Design ram_load_arbiter, sky130hd; sources not shown.
==> images/class_map.png <==
Drawn at 6 px/µm. Fill, decap, tap and diode cells in grey.
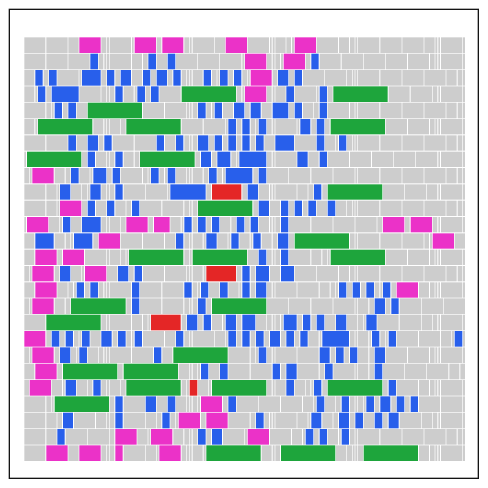
[registers] green | cells: 27
[remaining logic cells] blue | cells: 189
[remaining buffers and delay cells] magenta | cells: 39
[clock drivers and dummy loads] red | cells: 4
Finished Core Util: 39.2%
Seq area share: 33.1%

==> images/floorplan.png <==
Drawn at 4 px/µm. Pins as bars on the die edge.
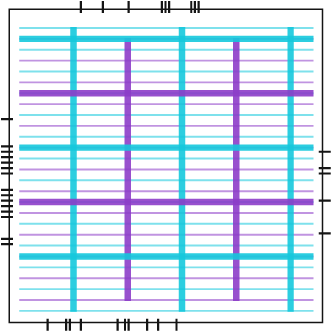
[VSS] cyan
[VDD] purple
met1 rails: 27
met4 straps: 5
rows: 26
Die Y: 77.9 µm
maximum vdd drop: 0.000268 V
core area: 0.00520 mm²
Die Span X: 77.9 µm

==> images/congestion_map.png <==
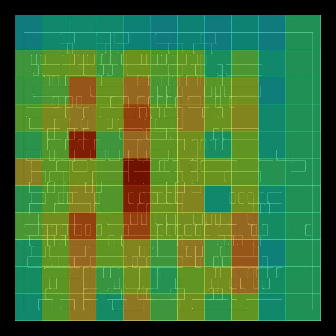
met2 usage: 22.2%
Top Usage Layer GRT: met2
GRT Resource Usage Total: 14.8%
met3 usage in global routing: 2.56%

==> job_summary.md <==
### Metrics collected by this job

| Metric | Value |
|---|---|
| Static Leak | 1.10 nW |
| Area Growth Syn to Fin | 28.6% |
| Share of flip-flops with an asynchronous set or reset | 100% |
| Min Hold Slack | 333 ps |
| Final period util | 86.4% |
| Hold WC Path Type | reg -> reg |
| Dominant flop cell | dfrtp_1 |
| Synth top cells by count | 88 x nand2_1, 27 x dfrtp_1, 24 x nand3_1 |
| Post-route ant nets | 0 |
| GPL Wtd Cong | 0.784 |
| Power share of the clock group | 12.0% |
| Max Fclk | 315 MHz |
| Slowest CP cell | clkdlybuf4s50_1 |
| Cell mode on critical path | nand2_1 |
| Wire per inst | 12.3 µm |
| Net Sw Power | 0.621 mW |
| Post-synth area from yosys stat | 0.00159 mm² |
| R2R setup slack | 1620 ps |
| Largest area contributor in the netlist | dfrtp_1 |
| Root Buffer | clkbuf_8 |
| Worst rel slew slack | 0.300% |
| Status | completed |
| Worst-path clk slew | 90 ps |
| Largest net degree at the start of global routing | 28 |
| Mapped Cells | 221 |
| Routed vias | 1491 |
| XOR/XNOR Area Share | 1.10% |
| Initial drt markers | 60 |
| Die area | 0.00607 mm² |
| Combinational power share | 49.1% |
| CP Capture Type | output pin |
| Post-synth EDFFs | 0 |
| Post-synth top area share | 42.6% |
| Syn Std Cell Area | 0.00159 mm² |
| WP depth | 6 |
| Critical path arrival | 2290 ps |
| Row cnt | 26 |
| Critical path's largest stage delay | 530 ps |
| # Post-CTS Setup Buffers | 0 |
| WS Path Type | reg -> out |
| RSZ-0062 raised after global routing | no |
| Crit-path leading delay family | buffers and inverters |
| Worst setup SP type | register |
| Simple share | 37.2% |
| # Cells Yosys | 221 |
| Pint | 0.794 mW |
| Via density | 4.53 |
| TritonCTS Buffers | 3 |
| Sequential fraction of the synthesis area | 42.6% |
| Antenna fix cells | 0 |
| # resized after CTS | 0 |
| Synthesized area per cell | 7.17 µm² |
| I/O Pins | 39 |
| Worst-Margin Slew | 1500 ps |
| Synth Register Bits | 27 |
| Sw frac | 43.9% |
| Distinct cells, synth | 24 |
| Clock Sinks | 27 |
| Post-route setup TNS | 0 ps |
| Pwr/cell area | 694 mW/mm² |
| Crit path buffers/inverters | 2 |
| DRC violations left | 0 |
## per-layer routing
metal	up-vias	share of wire [%]	track usage, %
met5	-	0	-
met4	0	0.81	4.04
met3	2	3.9	2.56
met2	30	46	22.2
met1	686	49	20.5
li1	773	-	-
## cell type report
class	instances	area, µm²	area share [%]
clock buffers	4	45.0	2.21
inverters	23	86.3	4.24
multi-input cells	166	762	37.4
flip-flops and latches	27	676	33.1
well taps	70	87.6	4.30
repair buffers	39	382	18.7
## metrics by stage
stage               area [µm²]  std cells  setup slack, ps
floorplan                 1590        221             1810
global placement          2010        325             1130
detailed placement        2010        325             1040
CTS                       2060        329              729
global route              2040        329              322
finish                    2040        329              501
## power by group through the flow
stage	sequential [mW]	combinational [mW]	clock [mW]
6_report	0.550	0.695	0.170
5_1_grt	0.576	0.816	0.191
4_1_cts	0.554	0.737	0.179
3_5_place_dp	0.557	0.734	0
3_3_place_gp	0.557	0.711	0
2_1_floorplan	0.523	0.515	0
## cells in the final DEF (no fill, tap or decap)
cell,n
a22o_1,3
clkdlybuf4s50_1,24
inv_1,22
dfrtp_1,27
buf_4,1
nand2_2,1
a21oi_4,1
nor2_1,19
xnor2_1,2
ha_1,4
nand3_1,24
conb_1,1
inv_2,1
nor2_2,1
clkbuf_1,2
nand2_1,91
o21ai_0,6
clkbuf_8,3
o22ai_1,1
a21oi_1,5
dlygate4sd3_1,13
nand3b_1,1
nor3_1,1
o21ai_1,2
nand4_1,3
## worst reg2reg max path: cells and delay by family, from the launching register on
kind / cells / cell delay (ps)
buffers and inverters: 1 / 150
flip-flops: 1 / 410
AND/OR/NAND/NOR: 3 / 400
AND-OR/OR-AND: 1 / 900
## cell families (layout without fill, tap and decap cells)
family / count (synthesis) / in the layout
xor+xnor: 2 / 2
simple gates: 141 / 141
compound gates: 18 / 18
buf+inv: 28 / 66
flops: 27 / 27
other cells: 1 / 1
fa+ha+maj: 4 / 4
Power is estimated from default activity; no workload was simulated.
